**src/rtl/bist_response_analyzer_if.sv**
```systemverilog
// Handshake and result bus between the BIST controller/UUT side and the response analyzer.
interface bist_response_analyzer_if #(
  parameter int RES_W = 5,
  parameter int CNT_W = 8
);
  logic             start;
  logic             abort;
  logic [RES_W-1:0] result;
  logic             res_valid;
  logic             tpg_clear;
  logic             busy;
  logic             done;
  logic             pass;
  logic [RES_W-1:0] signature;
  logic [CNT_W-1:0] count;

  modport master (
    output start, abort, result, res_valid,
    input  tpg_clear, busy, done, pass, signature, count
  );

  modport slave (
    input  start, abort, result, res_valid,
    output tpg_clear, busy, done, pass, signature, count
  );
endinterface

```
**src/rtl/bist_response_analyzer.sv**
```systemverilog
// MISR-based response compactor: folds UUT results into a signature over a fixed
// pattern count, then compares against a golden value and reports pass/fail.
module bist_response_analyzer #(
  parameter int               RES_W     = 5,
  parameter int               CNT_W     = 8,
  parameter int               PATTERNS  = 15,
  parameter logic [RES_W-1:0] MISR_POLY = 5'b00101,
  parameter logic [RES_W-1:0] SEED      = 5'b00000,
  parameter logic [RES_W-1:0] GOLDEN    = 5'b00000
) (
  input logic                     clk,
  input logic                     reset,
  bist_response_analyzer_if.slave bus
);
  localparam logic [1:0] IDLE  = 2'd0;
  localparam logic [1:0] RUN   = 2'd1;
  localparam logic [1:0] CHECK = 2'd2;
  localparam logic [1:0] DONE  = 2'd3;

  logic [1:0]       state;
  logic [RES_W-1:0] sig;
  logic [RES_W-1:0] sig_next;
  logic [CNT_W-1:0] count;
  logic [CNT_W-1:0] count_inc;
  logic             tpg_clear;
  logic             pass;

  // Bit 0 always takes the feedback; higher bits only where MISR_POLY has a tap.
  always_comb begin
    sig_next[0] = sig[RES_W-1] ^ bus.result[0];
    for (int i = 1; i < RES_W; i++)
      sig_next[i] = sig[i-1] ^ bus.result[i] ^ (MISR_POLY[i] & sig[RES_W-1]);
  end

  assign count_inc = count + 1'b1;

  always_ff @(posedge clk or posedge reset) begin
    if (reset) begin
      state     <= IDLE;
      sig       <= SEED;
      count     <= '0;
      tpg_clear <= 1'b0;
      pass      <= 1'b0;
    end else begin
      tpg_clear <= 1'b0;
      if (bus.abort) begin
        // signature and count are left as-is for post-mortem inspection
        state <= IDLE;
        pass  <= 1'b0;
      end else begin
        case (state)
          IDLE, DONE: begin
            if (bus.start) begin
              state     <= RUN;
              sig       <= SEED;
              count     <= '0;
              pass      <= 1'b0;
              tpg_clear <= 1'b1;
            end
          end
          RUN: begin
            if (bus.res_valid) begin
              sig   <= sig_next;
              count <= count_inc;
              if (count_inc == CNT_W'(PATTERNS)) state <= CHECK;
            end
          end
          CHECK: begin
            pass  <= (sig == GOLDEN);
            state <= DONE;
          end
          default: state <= IDLE;
        endcase
      end
    end
  end

  assign bus.tpg_clear = tpg_clear;
  assign bus.busy      = (state == RUN) || (state == CHECK);
  assign bus.done      = (state == DONE);
  assign bus.pass      = pass;
  assign bus.signature = sig;
  assign bus.count     = count;
endmodule

```
**src/flat_wrapper.sv**
```systemverilog
// flat-port wrapper written by rule: the top's interface ports become plain ports
module bist_response_analyzer_flat 
#(
  parameter int               RES_W     = 5,
  parameter int               CNT_W     = 8,
  parameter int               PATTERNS  = 15,
  parameter logic [RES_W-1:0] MISR_POLY = 5'b00101,
  parameter logic [RES_W-1:0] SEED      = 5'b00000,
  parameter logic [RES_W-1:0] GOLDEN    = 5'b00000
)
  (clk, reset, bus_start, bus_abort, bus_result, bus_res_valid, bus_tpg_clear, bus_busy, bus_done, bus_pass, bus_signature, bus_count);
  bist_response_analyzer_if #(.RES_W(RES_W), .CNT_W(CNT_W)) bus_i ();
  input logic clk;
  input logic reset;
  input wire logic [$bits(bus_i.start)-1:0] bus_start;
  input wire logic [$bits(bus_i.abort)-1:0] bus_abort;
  input wire logic [$bits(bus_i.result)-1:0] bus_result;
  input wire logic [$bits(bus_i.res_valid)-1:0] bus_res_valid;
  output wire logic [$bits(bus_i.tpg_clear)-1:0] bus_tpg_clear;
  output wire logic [$bits(bus_i.busy)-1:0] bus_busy;
  output wire logic [$bits(bus_i.done)-1:0] bus_done;
  output wire logic [$bits(bus_i.pass)-1:0] bus_pass;
  output wire logic [$bits(bus_i.signature)-1:0] bus_signature;
  output wire logic [$bits(bus_i.count)-1:0] bus_count;
  assign bus_i.start = bus_start;
  assign bus_i.abort = bus_abort;
  assign bus_i.result = bus_result;
  assign bus_i.res_valid = bus_res_valid;
  assign bus_tpg_clear = bus_i.tpg_clear;
  assign bus_busy = bus_i.busy;
  assign bus_done = bus_i.done;
  assign bus_pass = bus_i.pass;
  assign bus_signature = bus_i.signature;
  assign bus_count = bus_i.count;
  bist_response_analyzer #(.RES_W(RES_W), .CNT_W(CNT_W), .PATTERNS(PATTERNS), .MISR_POLY(MISR_POLY), .SEED(SEED), .GOLDEN(GOLDEN)) u_core (.clk(clk), .reset(reset), .bus(bus_i));
endmodule
```
**config.mk**
```make
export PLATFORM = sky130hd
export DESIGN_NAME = bist_response_analyzer_flat
export DESIGN_NICKNAME = d
export VERILOG_FILES = /design/src/rtl/bist_response_analyzer_if.sv /design/src/rtl/bist_response_analyzer.sv /design/src/flat_wrapper.sv
export SDC_FILE = /design/constraint.sdc
export NUM_CORES = 1
export LEC_CHECK = 0
export CAP_MARGIN = 20
export CORE_MARGIN = 2
export CORE_UTILIZATION = 51
export DETAILED_ROUTE_END_ITERATION = 7
export MAX_ROUTING_LAYER = met4
export PLACE_DENSITY = 0.84
export SLEW_MARGIN = 10
export SYNTH_ARGS = -nofsm -noshare
export SYNTH_HDL_FRONTEND = slang
export SYNTH_SLANG_ARGS = --single-unit
export TNS_END_PERCENT = 1
```
**constraint.sdc**
```tcl
create_clock -name clk -period 4.1 [get_ports clk]
set_input_delay 0.82 -clock clk [delete_from_list [all_inputs] [get_ports clk]]
set_output_delay 0.82 -clock clk [all_outputs]
set_load 0.05 [all_outputs]
```
**M1 wires**

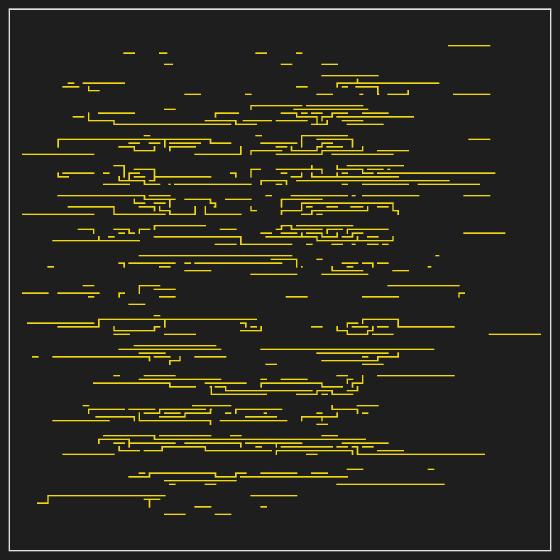
wire length on this layer	977 um
main direction	horizontal
nets with wire on the layer	136
longest straight run	19.1 um
share of all routed wire	44%

**Wiring heat map**

The bar under the picture is 10 um long. 10 x 10 tiles, from dark blue (low) to red (high), scaled to the fullest tile. Values are wire area over tile area, all layers added.
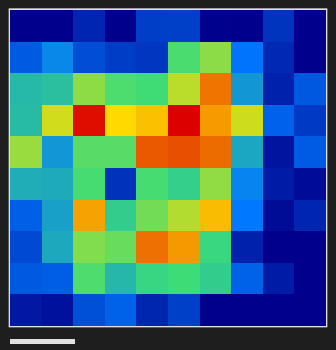
densest ninth of the die	center
mean over tiles	0.15
fullest tile	0.42
emptiest ninth of the die	lower right
nearly empty tiles	14%

**Clock nets**

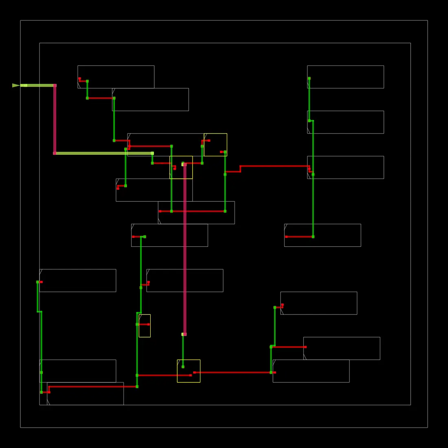
Clock Latency Late Sink: 0.29 ns
flop count: 17

**Cells colored by class**

Fill, decap, tap and diode cells in gray.
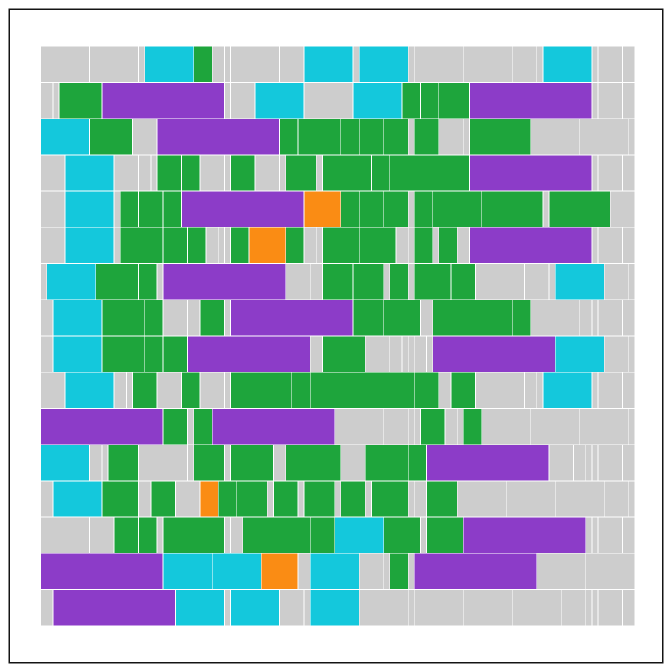
color	class	cells	share of their area
cyan	remaining buffers and delay cells	26	20%
purple	registers	17	33%
green	remaining logic cells	91	45%
orange	clock drivers and dummy loads	4	2.0%

==> impl_metrics.toml <==
# yosys + openroad results
[outcome]
outcome = "finished, final reports clean"

[drt]
drcViolationCount = 0
wirelength_um = 2200

[setup_path]
crit_chain = "inv_1 -> ha_1 -> inv_1 -> clkdlybuf4s50_1"
cp_slowest_cell = "clkdlybuf4s50_1"
critPathArrivalTime_ns = 2.06
critical_path.max_stage_delay_ns = 0.81
path_max_fanout = 5

[global_routing]
grt_pass1_vias = 861
grt_pass1_wl_um = 3770

[logic_synthesis]
ys_sh_adder_pct = 6.07
logic_family = "simple AND/OR/NAND/NOR gates"
ys_cells = 112
muxShareOfSynthArea_pct = 0
netlist_area_mm2 = 0.00103
async_reset_ff_share_pct = 100
floorplan.nets = 127
ys_warn_count = 0
compound_area_share_pct = 18.4
synthSimpleGateAreaFrac_pct = 22.7
yosys.stat.seqShare_pct = 41.3

[clock_network]
cts-root-buf = "clkbuf_4"
htreeDepth = 1
cts_sinks = 17
cts_buffers = 3
clkTransAtPathRegs_ns = 0.10

[timing]
fin_ws_ns = 1.22
skew_ns = 0.000831
setup_viol = 0
clock.fmax_mhz = 347

[layout]
final_common_cell = "clkdlybuf4s50_1"
final_util_pct = 68.8
area.combinational_um2 = 564

[floorplanning]
chipArea_mm2 = 0.00240
rows = 16

[pwr]
max-vdd-ir-drop_mv = 0.548
power_density_mw_per_mm2 = 609

[flow_run]
warning_count = 29
## power by group
| group | total [mW] | leakage [nW] | switching, mW | internal, mW |
|---|---|---|---|---|
| Sequential | 0.259 | 0.230 | 0.0517 | 0.207 |
| Clock | 0.0919 | 0.0150 | 0.0540 | 0.0379 |
| Combinational | 0.463 | 0.304 | 0.299 | 0.164 |
## final timing paths
check	start	end	slack, ns	depth (start not counted)
min in group asynchronous	reset	u_core.bus.signature[1]	0.89	2
max in group asynchronous	reset	u_core.state[0]	2.81	2
worst max-delay path	u_core.state[0]	bus_busy	1.22	4
worst min register to register	u_core.bus.count[5]	u_core.bus.count[5]	0.57	1
worst min-delay path	u_core.bus.count[5]	u_core.bus.count[5]	0.57	1
worst max register to register	u_core.state[0]	u_core.bus.count[7]	1.98	7
## logic make-up after synthesis
logic type | count (synthesis)
buffers and inverters | 11
AND-OR/OR-AND | 27
XOR/XNOR | 8
flip-flops | 17
AND/OR/NAND/NOR | 44
adder cells (fa/ha/maj) | 5
## through the flow
step | std cells | hold slack, ns | cell area (um^2)
floorplan | 112 | 0.556 | 1030
global placement | 161 | 0.541 | 1310
detailed placement | 161 | 0.543 | 1310
CTS | 165 | 0.568 | 1340
global route | 165 | 0.610 | 1340
finish | 165 | 0.569 | 1340
## flip-flops by register name (all words and copies together) (netlist names)
| signal | count |
|---|---|
| u_core.state | 2 |
| u_core.bus.tpg_clear | 1 |
| u_core.bus.count | 8 |
| u_core.bus.signature | 5 |
| u_core.bus.pass | 1 |
## synth_stat cells, drive strengths merged, types with 2 or more instances
master | n | area (um^2)
clkbuf | 4 | 15.0
inv | 7 | 26.3
xor2 | 6 | 60.1
xnor2 | 2 | 17.5
and3 | 2 | 12.5
nand2b | 5 | 38.8
o31ai | 4 | 30.0
nand4 | 2 | 12.5
ha | 5 | 62.6
and2 | 2 | 12.5
o21a | 2 | 15.0
a21o | 2 | 15.0
nor2 | 3 | 11.3
nand3 | 5 | 25.0
o21ai | 12 | 60.1
dfrtp | 17 | 425
nand2 | 19 | 71.3
nor3 | 4 | 20.0
## critical path, delay by kind of cell (launching register included)
family / cells / cell delay, ns
buffers and inverters: 3 / 0.99
DFF: 1 / 0.42
adders and majority gates: 1 / 0.36
## per-layer routing
metal | vias up | GRT usage [%] | routed length [um]
met5 | - | - | 0
met4 | 0 | 8.57 | 45
met3 | 6 | 2.76 | 75
met2 | 24 | 34.0 | 1100
met1 | 421 | 26.1 | 977
li1 | 443 | - | -
## area by class of cell
type / count / share of cell area (%)
Sequential cell: 17 / 31.8
Timing Repair Buffer: 26 / 19.5
Clock buffer: 4 / 1.97
Inverter: 7 / 1.97
Tap cell: 27 / 2.53
Multi-Input combinational cell: 84 / 42.2
Power is estimated from default activity; no workload was simulated.
